`src/rtl/mux_unstriping_n.sv`:
```
// mux_unstriping_n: rebuilds one ordered stream from LANES round-robin striped lanes.
// Latency: a word pushed at edge E into the selected empty lane FIFO is on data_out after E+1.
// Backpressure: none upstream; a full lane FIFO that is not popped drops the word and flags overflow.

module mux_unstriping_fifo #(
  parameter int DATA_W = 32,
  parameter int DEPTH  = 4
) (
  input  logic              clk,
  input  logic              rst_n,
  input  logic              flush_i,
  input  logic              push_i,
  input  logic [DATA_W-1:0] push_dat_i,
  input  logic              pop_i,
  output logic [DATA_W-1:0] head_dat_o,
  output logic              full_o,
  output logic              empty_o
);
  localparam int AW = $clog2(DEPTH);
  localparam logic [AW:0] PTR_ONE = (AW+1)'(1);

  logic [DATA_W-1:0] mem_q [DEPTH];
  logic [AW:0]       wr_q, wr_d;
  logic [AW:0]       rd_q, rd_d;
  logic              push_ok;
  logic              pop_ok;

  // Extra pointer MSB distinguishes full from empty when the index bits match.
  assign full_o     = (wr_q[AW] != rd_q[AW]) && (wr_q[AW-1:0] == rd_q[AW-1:0]);
  assign empty_o    = (wr_q == rd_q);
  assign head_dat_o = mem_q[rd_q[AW-1:0]];
  assign pop_ok     = pop_i && !empty_o;
  assign push_ok    = push_i && (!full_o || pop_ok);

  always_comb begin
    wr_d = wr_q;
    rd_d = rd_q;
    if (flush_i) begin
      wr_d = '0;
      rd_d = '0;
    end else begin
      if (push_ok) wr_d = wr_q + PTR_ONE;
      if (pop_ok)  rd_d = rd_q + PTR_ONE;
    end
  end

  always_ff @(posedge clk or negedge rst_n) begin
    if (!rst_n) begin
      wr_q <= '0;
      rd_q <= '0;
    end else begin
      wr_q <= wr_d;
      rd_q <= rd_d;
    end
  end

  always_ff @(posedge clk) begin
    if (push_ok && !flush_i) mem_q[wr_q[AW-1:0]] <= push_dat_i;
  end
endmodule

module mux_unstriping_n #(
  parameter int DATA_W     = 32,
  parameter int LANES      = 2,
  parameter int FIFO_DEPTH = 4
) (
  input  logic                                       clk_2f,
  input  logic                                       reset_L,
  input  logic [LANES*DATA_W-1:0]                    data_in,
  input  logic [LANES-1:0]                           valid_in,
  input  logic                                       resync,
  output logic [DATA_W-1:0]                          data_out,
  output logic                                       valid_out,
  output logic [((LANES > 1) ? $clog2(LANES) : 1)-1:0] lane_out,
  output logic [LANES-1:0]                           overflow
);
  localparam int LW = (LANES > 1) ? $clog2(LANES) : 1;
  localparam logic [LW-1:0] LAST_LANE = LW'(LANES - 1);
  localparam logic [LW-1:0] LANE_ONE  = LW'(1);

  logic [LANES-1:0]  push;
  logic [LANES-1:0]  pop;
  logic [LANES-1:0]  full;
  logic [LANES-1:0]  empty;
  logic [DATA_W-1:0] head [LANES];

  logic [LW-1:0]     sel_q, sel_d;
  logic [DATA_W-1:0] data_q, data_d;
  logic              valid_q, valid_d;
  logic [LW-1:0]     lane_q, lane_d;
  logic [LANES-1:0]  ovf_q, ovf_d;

  assign push = resync ? '0 : valid_in;

  for (genvar g = 0; g < LANES; g++) begin : g_lane
    mux_unstriping_fifo #(
      .DATA_W (DATA_W),
      .DEPTH  (FIFO_DEPTH)
    ) u_fifo (
      .clk        (clk_2f),
      .rst_n      (reset_L),
      .flush_i    (resync),
      .push_i     (push[g]),
      .push_dat_i (data_in[g*DATA_W +: DATA_W]),
      .pop_i      (pop[g]),
      .head_dat_o (head[g]),
      .full_o     (full[g]),
      .empty_o    (empty[g])
    );
  end

  // The pointer waits on an empty lane rather than skipping it, so order survives skew.
  always_comb begin
    pop     = '0;
    sel_d   = sel_q;
    data_d  = data_q;
    valid_d = 1'b0;
    lane_d  = lane_q;
    ovf_d   = ovf_q;
    if (resync) begin
      sel_d = '0;
    end else begin
      if (!empty[sel_q]) begin
        pop[sel_q] = 1'b1;
        data_d     = head[sel_q];
        valid_d    = 1'b1;
        lane_d     = sel_q;
        sel_d      = (sel_q == LAST_LANE) ? '0 : sel_q + LANE_ONE;
      end
      ovf_d = ovf_q | (valid_in & full & ~pop);
    end
  end

  always_ff @(posedge clk_2f or negedge reset_L) begin
    if (!reset_L) begin
      sel_q   <= '0;
      data_q  <= '0;
      valid_q <= 1'b0;
      lane_q  <= '0;
      ovf_q   <= '0;
    end else begin
      sel_q   <= sel_d;
      data_q  <= data_d;
      valid_q <= valid_d;
      lane_q  <= lane_d;
      ovf_q   <= ovf_d;
    end
  end

  assign data_out  = data_q;
  assign valid_out = valid_q;
  assign lane_out  = lane_q;
  assign overflow  = ovf_q;
endmodule

```
`config.mk`:
```
export PLATFORM = sky130hd
export DESIGN_NAME = mux_unstriping_n
export DESIGN_NICKNAME = d
export VERILOG_FILES = /design/src/rtl/mux_unstriping_n.sv
export SDC_FILE = /design/constraint.sdc
export NUM_CORES = 1
export LEC_CHECK = 0
export CAP_MARGIN = 20
export CORE_MARGIN = 2
export CORE_UTILIZATION = 51
export CTS_CLUSTER_SIZE = 30
export DETAILED_ROUTE_END_ITERATION = 16
export PLACE_DENSITY = 0.72
export SETUP_SLACK_MARGIN = 0.15
export SLEW_MARGIN = 25
export SYNTH_ARGS = -nofsm -noshare
export SYNTH_HDL_FRONTEND = slang
export SYNTH_HIERARCHICAL = 1
export SYNTH_SLANG_ARGS = --single-unit
```
`constraint.sdc`:
```
create_clock -name clk_2f -period 5.54 [get_ports clk_2f]
set_clock_uncertainty 0.1 [all_clocks]
set_input_delay 0.831 -clock clk_2f [delete_from_list [all_inputs] [get_ports clk_2f]]
set_output_delay 0.831 -clock clk_2f [all_outputs]
set_load 0.01 [all_outputs]
```
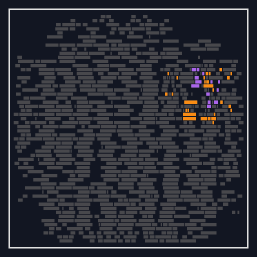
(gate-type map)
Drawn at 1.5 px/um.
NOR gates: in orange, cells 27. inverting AOI/OAI gates: in purple, cells 13.

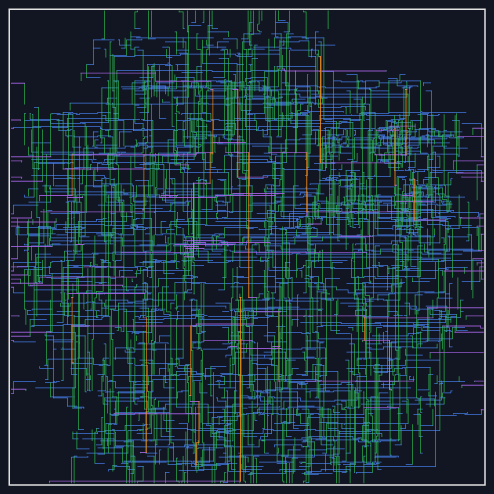
(wiring by layer)
Drawn at 3 px/um.
met1: in blue, wire length 9700 um. met3: in purple, wire length 1290 um. met2: in green, wire length 11700 um. met4: in orange, wire length 523 um.

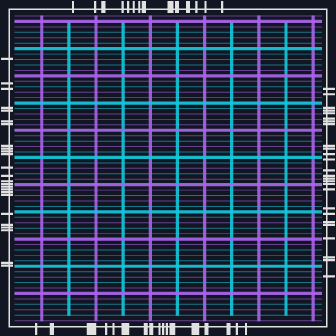
(PDN straps and rails)
Drawn at 2 px/um. Pins as bars on the die edge.
VDD: in cyan. VSS: in purple.
57 met1 rails follow the rows. 105 signal pins sit on the boundary. 11 straps on met4.

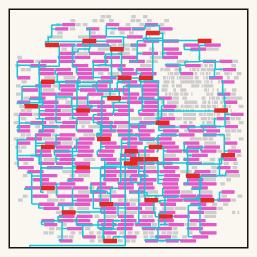
(clock network drawn from the DEF)
Drawn at 1.5 px/um.
cells driving clock nets: in red, count 30. clock wires: in cyan, length 3180 um. flip-flops: in magenta, count 305.
Position of the flops: widely spread.

cell families (layout without fill, tap and decap cells):
kind of cell	Yosys count	after routing	share of synthesized area
adder cells (fa/ha/maj)	10	10	0.01034
XOR/XNOR	10	10	0.01096
flip-flops	305	305	0.7364
multiplexers	138	138	0.1881
AND-OR/OR-AND	17	17	0.01168
AND/OR/NAND/NOR	52	52	0.02615
buffers and inverters	36	179	0.01633
worst min-delay path by stage:
stage	endpoint	cells past startpoint
6_report	data_out[1]	2
5_1_grt	data_out[1]	2
4_1_cts	data_out[1]	2
3_5_place_dp	overflow[1]	1
3_3_place_gp	data_out[29]	1
2_1_floorplan	overflow[0]	1
Yosys cell counts (all sizes together):
library cell / count
o311ai: 1
clkbuf: 5
nand3: 1
a211o: 1
nor3b: 1
or2: 1
nor4: 1
nand4: 1
o21ai: 3
nor2: 13
mux4: 64
o31ai: 1
xor2: 4
ha: 10
xnor2: 6
nand2b: 9
a41oi: 4
a31o: 2
nor2b: 8
dfrtp: 49
a21oi: 1
inv: 10
or2b: 1
edfxtp: 256
buf: 21
nand2: 5
a31oi: 3
nor4bb: 4
o41a: 1
nand4bb: 1
mux2i: 4
nand3b: 1
and3b: 1
mux2: 70
and2: 4
final cells by class:
| cell class | instances | area (um2) |
|---|---|---|
| Tap cell | 319 | 399.1 |
| Fill cell | 1680 | 8941 |
| Inverter | 10 | 37.54 |
| Clock buffer | 42 | 817.0 |
| Clock inverter | 14 | 133.9 |
| Timing Repair Buffer | 113 | 1104 |
| Multi-Input combinational cell | 227 | 3050 |
| Sequential cell | 305 | 8920 |
state kept, by name, summed over array words and instances (netlist names):
signal               count
g_lane.u_fifo/rd_q       6
g_lane.u_fifo/wr_q       6
data_out                32
overflow                 2
valid_out                1
sel_q                    1
g_lane.u_fifo/mem_q    256
lane_out                 1
metal layers:
layer | vias up | track usage
li1 | 2535 | -
met1 | 3020 | 0.2631
met2 | 172 | 0.3296
met3 | 45 | 0.03011
met4 | 0 | 0.05534
met5 | - | 0
per-stage QoR:
step	instances	total power, mW	worst slack (ns)
final	1030	5.387	1.874
after global routing	1030	5.591	1.576
after CTS	1030	5.447	1.823
after detailed placement	974	3.498	1.473
after global placement	974	3.477	1.603
after floorplan	568	3.092	0.4075
worst max-delay path, cell delays in order (launching register included):
cell                      delay [ns]
sky130_fd_sc_hd__dfrtp_2        1.00
sky130_fd_sc_hd__xnor2_4        0.21
sky130_fd_sc_hd__nand2_1        0.15
sky130_fd_sc_hd__nor2_1         0.05
sky130_fd_sc_hd__or2_2          0.31
sky130_fd_sc_hd__nor2_1         0.15
sky130_fd_sc_hd__inv_1          0.14
sky130_fd_sc_hd__a41oi_1        0.31
sky130_fd_sc_hd__and2_2         0.82
power by group:
| part | switching (mW) | leakage, nW | internal [mW] |
|---|---|---|---|
| logic | 0.266 | 1.36 | 0.433 |
| clock network | 0.788 | 0.459 | 1.16 |
| registers | 0.0919 | 2.91 | 2.65 |
==> notes.md <==
run metrics: run status complete, no violations, Slew @ Worst Pin 0.9905 ns, number of cell rows 56, maximum level of the CTS H-tree 1, Registers, synthesis 305, most instantiated logic cells after routing 256 x sky130_fd_sc_hd__edfxtp_1, 103 x sky130_fd_sc_hd__clkdlybuf4s50_1, 65 x sky130_fd_sc_hd__mux2_2, number of max-capacitance violations reported 0, number of distinct library cells after synthesis ~44, routed length on met3 1292 um, GRT overflow 0, cts bufs inserted 30, overall global routing resource usage 0.1938, Synth area leader sky130_fd_sc_hd__edfxtp_1, CTS root buffer sky130_fd_sc_hd__clkbuf_16, count of nets after finishing 766, average size of a mapped cell 21.31 um2, fraction of the yosys area taken by sequential cells 0.7364, post-CTS sizing 0, number of clock sinks seen by CTS 305, area of placed instances approximately 0.014 mm2, Syn Inst Count between 500 and 600, met2 layer wire length in the routed design approximately 12000 um, Crit Path Max Fanout 35, chip area estimate from yosys synthesis 0.01210 mm2, unrepaired setup endpoints after global routing false, worst slew margin relative to its limit 0.3389, reg2reg path depth 8, origin of the critical flop-to-flop path g_lane[0].u_fifo/rd_q[1], die extent in x ~160 um, initial antenna violation count 0, synthesis-to-finish area growth 19.48%, Worst Path Class, Setup flip-flop to flip-flop, kind of end point of the critical path flip-flop, Critical Path Start Type flip-flop, mean number of vias per cell ~5.6, die outline area roughly 0.025 mm2, final hold viol count 0, total via count after detailed routing 5772, largest net degree at the start of global routing about 50, number of global-route vias before repair around 6300, Clock Pin Slew Worst Setup and Hold Paths 0.06 ns, Max-area cell share 0.6351, worst reg2reg setup slack around 1.9 ns, endpoint of the worst register-to-register path g_lane[0].u_fifo/mem_q[2][11], leakage power around 4.7 nW, Yosys warnings 6, final weighted congestion of routability-driven global placement about 0.8, antenna fix cells 0, global-route wire length before repair 35890 um, fin area around 0.014 mm2, Max rail drop VDD between 0.2 and 0.3 mV, port buffer count 104, Synth Net Count 647, origin of the worst setup path g_lane[0].u_fifo/rd_q[1], top logic cell by instance count in the layout sky130_fd_sc_hd__edfxtp_1, final WL approximately 23000 um, max layer used met4, clock tree from TritonCTS yes, final setup violation count 0, proportion of layout cells with a drive suffix above 1 0.2813, Die Y 158.1 um, sum of net half-perimeters after detailed placement 13950 um, number of iterations in the first detailed-routing pass 4, Hold WS between 0.3 and 0.4 ns, share of the cycle needed by the critical path after routing 0.6618, maximum count of clock buffers along a single path 3, data arrival time at the worst-slack endpoint ~3.7 ns, class of the tightest hold or removal check primary input to asynchronous set/reset pin, Core Footprint between 0.02 and 0.025 mm2, number of warning messages in the logs 32, I/O Pins about 110, DRC violation count after routing 0, P per Cell Area around 370 mW/mm2, Max Fclk around 0.27 GHz, Iter 0 DRT Violations between 300 and 400, timing endpoint of the critical path g_lane[0].u_fifo/mem_q[2][11], Post-Synthesis Cell Area roughly 0.012 mm2, Min Clock Period, post-route 3.666 ns, worst path required time approximately 5.6 ns, routed metal-1 wire length 9701 um, Slew Limit Fails 0, Post-Route Utilization 0.6179, source-to-sink clock delay at the later pin of the worst-skew pair about 0.54 ns, Total Negative Setup Slacks 0 ns, post-route ant nets 0, top cells by area sky130_fd_sc_hd__edfxtp_1 64%, sky130_fd_sc_hd__mux4_2 12%, sky130_fd_sc_hd__dfrtp_1 10%, number of hold buffers added after cts 0, Routed wire per std cell ~23 um, initial core utilization 0.5172, number of cells in the yosys synthesis report between 500 and 600, post-CTS setup repair buffer count 0
Power figures rest on the tool's default switching activity, not on a simulated workload.
